Figure 1. Clock wires, drivers and flops.
Drawn at 4 px/um.
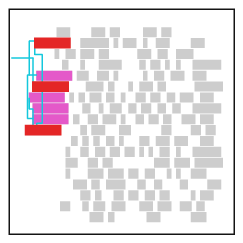
Figure 2. M1 wires.
Drawn at 4 px/um.
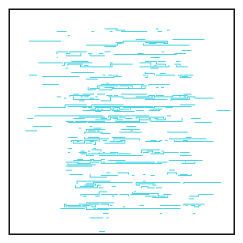
===== src/rtl/mc_control_fsm.sv =====
// -----------------------------------------------------------------------------
// mc_control_fsm
// Multicycle control unit for the 32-bit MIPS-subset datapath. Sequences
// fetch / decode / execute / memory / writeback, drives every datapath enable
// and the 6-bit ALU operation code, and resolves branches from the ALU zero flag.
// Memory accesses stall on mem_ready_i.
//
// Ports:
//   clk            rising-edge clock
//   rst            asynchronous active-high reset (forces FETCH)
//   opcode_i       IR[31:26], stable from DECODE until the next FETCH
//   funct_i        IR[5:0]
//   zero_i         ALU zero flag
//   mem_ready_i    memory access completes this cycle
//   alu_control_o  ALU operation select
//   alu_src_a_o    0=PC, 1=rs
//   alu_src_b_o    00=rt, 01=4, 10=sign-ext imm, 11=sign-ext imm<<2
//   iord_o         memory address select: 0=PC, 1=ALUOut
//   mem_read_o     memory read request
//   mem_write_o    memory write request
//   ir_write_o     instruction register load
//   pc_write_o     PC load
//   pc_source_o    00=ALU result, 01=ALUOut, 10=jump target
//   reg_write_o    register file write enable
//   reg_dst_o      0=rt, 1=rd
//   mem_to_reg_o   0=ALUOut, 1=MDR
//   illegal_op_o   one-cycle pulse on an unsupported instruction
//   state_o        current state code (debug)
// -----------------------------------------------------------------------------
module mc_control_fsm #(
    parameter logic [5:0] ALU_ADD = 6'b100001,
    parameter logic [5:0] ALU_SUB = 6'b100011,
    parameter logic [5:0] ALU_NE  = 6'b111101
) (
    input  logic       clk,
    input  logic       rst,
    input  logic [5:0] opcode_i,
    input  logic [5:0] funct_i,
    input  logic       zero_i,
    input  logic       mem_ready_i,
    output logic [5:0] alu_control_o,
    output logic       alu_src_a_o,
    output logic [1:0] alu_src_b_o,
    output logic       iord_o,
    output logic       mem_read_o,
    output logic       mem_write_o,
    output logic       ir_write_o,
    output logic       pc_write_o,
    output logic [1:0] pc_source_o,
    output logic       reg_write_o,
    output logic       reg_dst_o,
    output logic       mem_to_reg_o,
    output logic       illegal_op_o,
    output logic [3:0] state_o
);

    localparam logic [5:0] OP_RTYPE = 6'b000000;
    localparam logic [5:0] OP_LW    = 6'b100011;
    localparam logic [5:0] OP_SW    = 6'b101011;
    localparam logic [5:0] OP_BEQ   = 6'b000100;
    localparam logic [5:0] OP_BNE   = 6'b000101;
    localparam logic [5:0] OP_J     = 6'b000010;
    localparam logic [5:0] OP_ADDIU = 6'b001001;

    typedef enum logic [3:0] {
        FETCH   = 4'd0,
        DECODE  = 4'd1,
        MEMADR  = 4'd2,
        MEMRD   = 4'd3,
        MEMWB   = 4'd4,
        MEMWR   = 4'd5,
        EXEC    = 4'd6,
        ALUWB   = 4'd7,
        BRANCH  = 4'd8,
        JUMP    = 4'd9,
        IEXEC   = 4'd10,
        IWB     = 4'd11,
        ILLEGAL = 4'd12
    } state_t;

    state_t state_q, state_d;
    logic   functOk;

    // R-type instructions are only accepted for the supported funct codes
    // (addu, subu, and, or, sltu); anything else traps.
    always_comb begin
        functOk = 1'b0;
        case (funct_i)
            6'b100001, 6'b100011, 6'b100100, 6'b100101, 6'b101011: functOk = 1'b1;
            default: functOk = 1'b0;
        endcase
    end

    // State register: reset drops any in-flight instruction and restarts fetch.
    always_ff @(posedge clk or posedge rst) begin
        if (rst) begin
            state_q <= FETCH;
        end else begin
            state_q <= state_d;
        end
    end

    // Next-state and output decode. All enables default low, ALU defaults to add.
    always_comb begin
        state_d       = state_q;
        alu_control_o = ALU_ADD;
        alu_src_a_o   = 1'b0;
        alu_src_b_o   = 2'b00;
        iord_o        = 1'b0;
        mem_read_o    = 1'b0;
        mem_write_o   = 1'b0;
        ir_write_o    = 1'b0;
        pc_write_o    = 1'b0;
        pc_source_o   = 2'b00;
        reg_write_o   = 1'b0;
        reg_dst_o     = 1'b0;
        mem_to_reg_o  = 1'b0;
        illegal_op_o  = 1'b0;

        case (state_q)
            FETCH: begin
                // IR and PC+4 are latched in the same cycle the read completes.
                mem_read_o  = 1'b1;
                alu_src_b_o = 2'b01;
                ir_write_o  = mem_ready_i;
                pc_write_o  = mem_ready_i;
                if (mem_ready_i) state_d = DECODE;
            end
            DECODE: begin
                // ALU precomputes the branch target while the opcode is decoded.
                alu_src_b_o = 2'b11;
                case (opcode_i)
                    OP_RTYPE:      state_d = functOk ? EXEC : ILLEGAL;
                    OP_LW, OP_SW:  state_d = MEMADR;
                    OP_BEQ, OP_BNE: state_d = BRANCH;
                    OP_J:          state_d = JUMP;
                    OP_ADDIU:      state_d = IEXEC;
                    default:       state_d = ILLEGAL;
                endcase
            end
            MEMADR: begin
                alu_src_a_o = 1'b1;
                alu_src_b_o = 2'b10;
                state_d     = (opcode_i == OP_LW) ? MEMRD : MEMWR;
            end
            MEMRD: begin
                mem_read_o = 1'b1;
                iord_o     = 1'b1;
                if (mem_ready_i) state_d = MEMWB;
            end
            MEMWB: begin
                reg_write_o  = 1'b1;
                mem_to_reg_o = 1'b1;
                state_d      = FETCH;
            end
            MEMWR: begin
                mem_write_o = 1'b1;
                iord_o      = 1'b1;
                if (mem_ready_i) state_d = FETCH;
            end
            EXEC: begin
                alu_src_a_o   = 1'b1;
                alu_control_o = funct_i;
                state_d       = ALUWB;
            end
            ALUWB: begin
                reg_write_o = 1'b1;
                reg_dst_o   = 1'b1;
                state_d     = FETCH;
            end
            BRANCH: begin
                // bne uses the not-equal ALU op, so zero=1 means taken for both.
                alu_src_a_o   = 1'b1;
                alu_control_o = (opcode_i == OP_BNE) ? ALU_NE : ALU_SUB;
                pc_source_o   = 2'b01;
                pc_write_o    = zero_i;
                state_d       = FETCH;
            end
            JUMP: begin
                pc_source_o = 2'b10;
                pc_write_o  = 1'b1;
                state_d     = FETCH;
            end
            IEXEC: begin
                alu_src_a_o = 1'b1;
                alu_src_b_o = 2'b10;
                state_d     = IWB;
            end
            IWB: begin
                reg_write_o = 1'b1;
                state_d     = FETCH;
            end
            ILLEGAL: begin
                // PC was already advanced in FETCH, so just flag and move on.
                illegal_op_o = 1'b1;
                state_d      = FETCH;
            end
            default: begin
                state_d = FETCH;
            end
        endcase
    end

    assign state_o = state_q;

endmodule


===== config.mk =====
export PLATFORM = sky130hd
export DESIGN_NAME = mc_control_fsm
export DESIGN_NICKNAME = d
export VERILOG_FILES = /design/src/rtl/mc_control_fsm.sv
export SDC_FILE = /design/constraint.sdc
export NUM_CORES = 1
export LEC_CHECK = 0
export CELL_PAD_IN_SITES_DETAIL_PLACEMENT = 1
export CELL_PAD_IN_SITES_GLOBAL_PLACEMENT = 1
export CORE_MARGIN = 2
export CORE_UTILIZATION = 22
export CTS_BUF_LIST = sky130_fd_sc_hd__clkbuf_16
export DETAILED_ROUTE_END_ITERATION = 7
export GPL_ROUTABILITY_DRIVEN = 0
export PLACE_DENSITY = 0.78
export SLEW_MARGIN = 20
export SYNTH_ARGS = -nofsm -noshare
export SYNTH_HDL_FRONTEND = slang
export SYNTH_SLANG_ARGS = --single-unit

===== constraint.sdc =====
create_clock -name clk -period 2.69 [get_ports clk]
set_clock_uncertainty 0.15 [all_clocks]
set_input_delay 0.4035 -clock clk [delete_from_list [all_inputs] [get_ports clk]]
set_output_delay 0.4035 -clock clk [all_outputs]
set_load 0.05 [all_outputs]

==> notes.md <==
fresh numbers from the pnr run: Rows 18, initial antenna violation count 0, Core Footprint about 2500 um2, Critical Path End Type output pin, Commonest Layout Cell buf_4, n_diodes 0, Startpoint Class primary input, drt drc 0, hold crit path type in -> async, Least-Margin Pin Slew approximately 0.56 ns, maximum VDD drop just under 0.0009 V, largest net degree at the start of global routing 15, Reg clk slew, reported paths around 0.030 ns, mapped cell area 592 um2, status finished clean, Pwr Density between 1000 and 1500 nW/um2, Async SR Flop Fraction 100%, Die Wd about 56 um, CP top delay family simple AND/OR/NAND/NOR gates, vias in the first global route 910, ys cells 88, Seq/Total Area, Yosys 16.9%, TritonCTS clock tree yes, Top Ports 40, main flop type dfrtp_1, DPL Wire Length 1980 um, final hold vios 0, Max Root-Sink Buffers 2, input/output buffers 39, Starting DRT DRC Count 18, Cell Type Count 34, WP data arrival 2.12 ns, Final Setup Violations 0, Late-Pin Clk Latency around 0.22 ns, # nets final 157, most common logic cells in the final layout buf_4, clkdlybuf4s50_1, nand2_1, nor2_1, Yosys top cell by area dfrtp_1, crit path kind in -> out, Synth Instances between 80 and 90, overall power 1.43 mW, crit path DRT around 2.1 ns, final worst path period share between 90% and 100%, maxcap violations 0, area grow syn2layout 115%, global-route wire length before repair between 4000 and 5000 um, H-tree levels 1, first-pass iteration count of the detailed router 4, Syn Area/Cell between 6 and 7 um2, layout cell share with drive strength beyond 1 about two fifths, Worst Reg2Reg Path Length in Cells 5, max FFs per register 4, number of enable flip-flop cells 0, Syn Nets approximately 100, Yosys warning count 0, dpl cells between 150 and 200, CP max stage cell or4b_4, critical-path cell list buf_6 -> or4b_4 -> or3b_4 -> or4_4 -> nand2_4 -> buf_12, relative max-transition margin a little over three fifths, FF-to-FF setup slack ~0.8 ns, post-layout util between 50% and 60%, Die H ~56 um, YS chip area 592 um2, Vias per Instance roughly 5.2, die area about 3100 um2, fmax 374 MHz, clk sinks 4, Detail Route Antenna Nets 0, final slew viol count 0, worst r2r src state_o[3], tool warnings 29, via count 879, hold buffer count at cts 0, worst-path fanout max 3, Non-Filler Instances about 170, reg-to-reg endpoint state_o[3], Clock Tree Root clkbuf_16, Leak Pwr approximately 0.52 nW, routed len/inst between 15 and 20 um, all-layer global routing usage about 17%, TritonCTS Buffers 3, total global routing overflow 0, Final min period around 2.7 ns, delay of the slowest critical-path stage approximately 0.52 ns, Buf+Inv Stages, Crit Path 2, starting density of the core a little under a quarter, RSZ-0062 raised after global routing yes, Synthesized registers 4, Yosys top cell area share 16.9%, Post-synth area hogs dfrtp_1, nand2_1, nor3_1
About Figure 1:
legend:
  clock wires:
    colour: cyan
    length: 87.7 um
  clock-net drivers:
    colour: red
    count: 3
  flip-flops:
    colour: magenta
    count: 4
flops lie: west

About Figure 2:
share of all routed wire: 42%
nets with wire on the layer: 136
main direction: horizontal
longest straight run: 20.7 um
grt met1 use: 19.4%
Routed WL: 2590 um

cell type report:
cell class	instances	area [um2]
timing repair buffer	52	507
multi-input combinational	75	536
fill	319	1250
sequential	4	100
clock buffer	3	75.1
tap	30	37.5
inverter	5	18.8
worst max path at each step:
stage / from / endpoint / slack [ns] / cells after the start
3_5_place_dp: opcode_i[3] / alu_control_o[3] / -0.36 / 6
3_3_place_gp: opcode_i[3] / alu_control_o[3] / -0.31 / 6
2_1_floorplan: state_o[0] / alu_src_b_o[1] / -0.12 / 3
5_1_grt: opcode_i[5] / alu_control_o[3] / -0.02 / 6
4_1_cts: opcode_i[5] / alu_control_o[3] / -0.09 / 6
6_report: opcode_i[5] / alu_control_o[3] / 0.01 / 6
layer usage:
| layer | GRT usage [%] | wire (um) | vias up |
|---|---|---|---|
| li1 | - | - | 434 |
| met1 | 19.4 | 1090 | 424 |
| met2 | 30.6 | 1380 | 19 |
| met3 | 3.49 | 100 | 2 |
| met4 | 5.78 | 16 | 0 |
| met5 | 0 | 0 | - |
timing repair:
| item | CTS | global route |
|---|---|---|
| buffers inserted | 2 | 1 |
| cloned | 0 | 0 |
| pin swaps | 5 | 3 |
| resized | 25 | 0 |
| endpoints found under the setup margin | 4 | 3 |
cell usage after synthesis, drive strengths merged (2+ instances only):
cell / count
or3b: 2
nand2: 12
and2: 2
or3: 3
o22ai: 2
nand2b: 4
o32ai: 2
a21oi: 5
clkbuf: 4
o21ai: 3
o221ai: 2
nor2: 8
nor2b: 4
nor4: 2
dfrtp: 4
inv: 5
nor3b: 3
nor3: 7
power breakdown:
part | switching [mW] | total (mW) | leakage [nW] | internal [mW]
registers | 0.0775 | 0.158 | 0.0531 | 0.0808
logic | 0.650 | 1.05 | 0.427 | 0.395
clock network | 0.0387 | 0.228 | 0.0370 | 0.190
total | 0.767 | 1.43 | 0.518 | 0.665
cell families (layout without fill, tap and decap cells):
| group | count (synthesis) | in the layout | share of synthesized area, % |
|---|---|---|---|
| flip-flops | 4 | 4 | 16.9 |
| AND/OR/NAND/NOR | 50 | 50 | 46.7 |
| buffers and inverters | 9 | 60 | 5.71 |
| AND-OR/OR-AND | 25 | 25 | 30.7 |
stage by stage:
stage	cell area [um2]	TNS (ns)	setup WS, ns	hold WS [ns]
6_report	1270	0	0.0140	0.217
5_1_grt	1270	-0.0331	-0.0195	0.245
4_1_cts	1270	-0.247	-0.0909	0.224
3_5_place_dp	1160	-1.24	-0.355	0.451
3_3_place_gp	1160	-1.11	-0.309	0.448
2_1_floorplan	641	-0.118	-0.118	0.0196
No activity file was given, so power comes from the tool's default toggle rates.
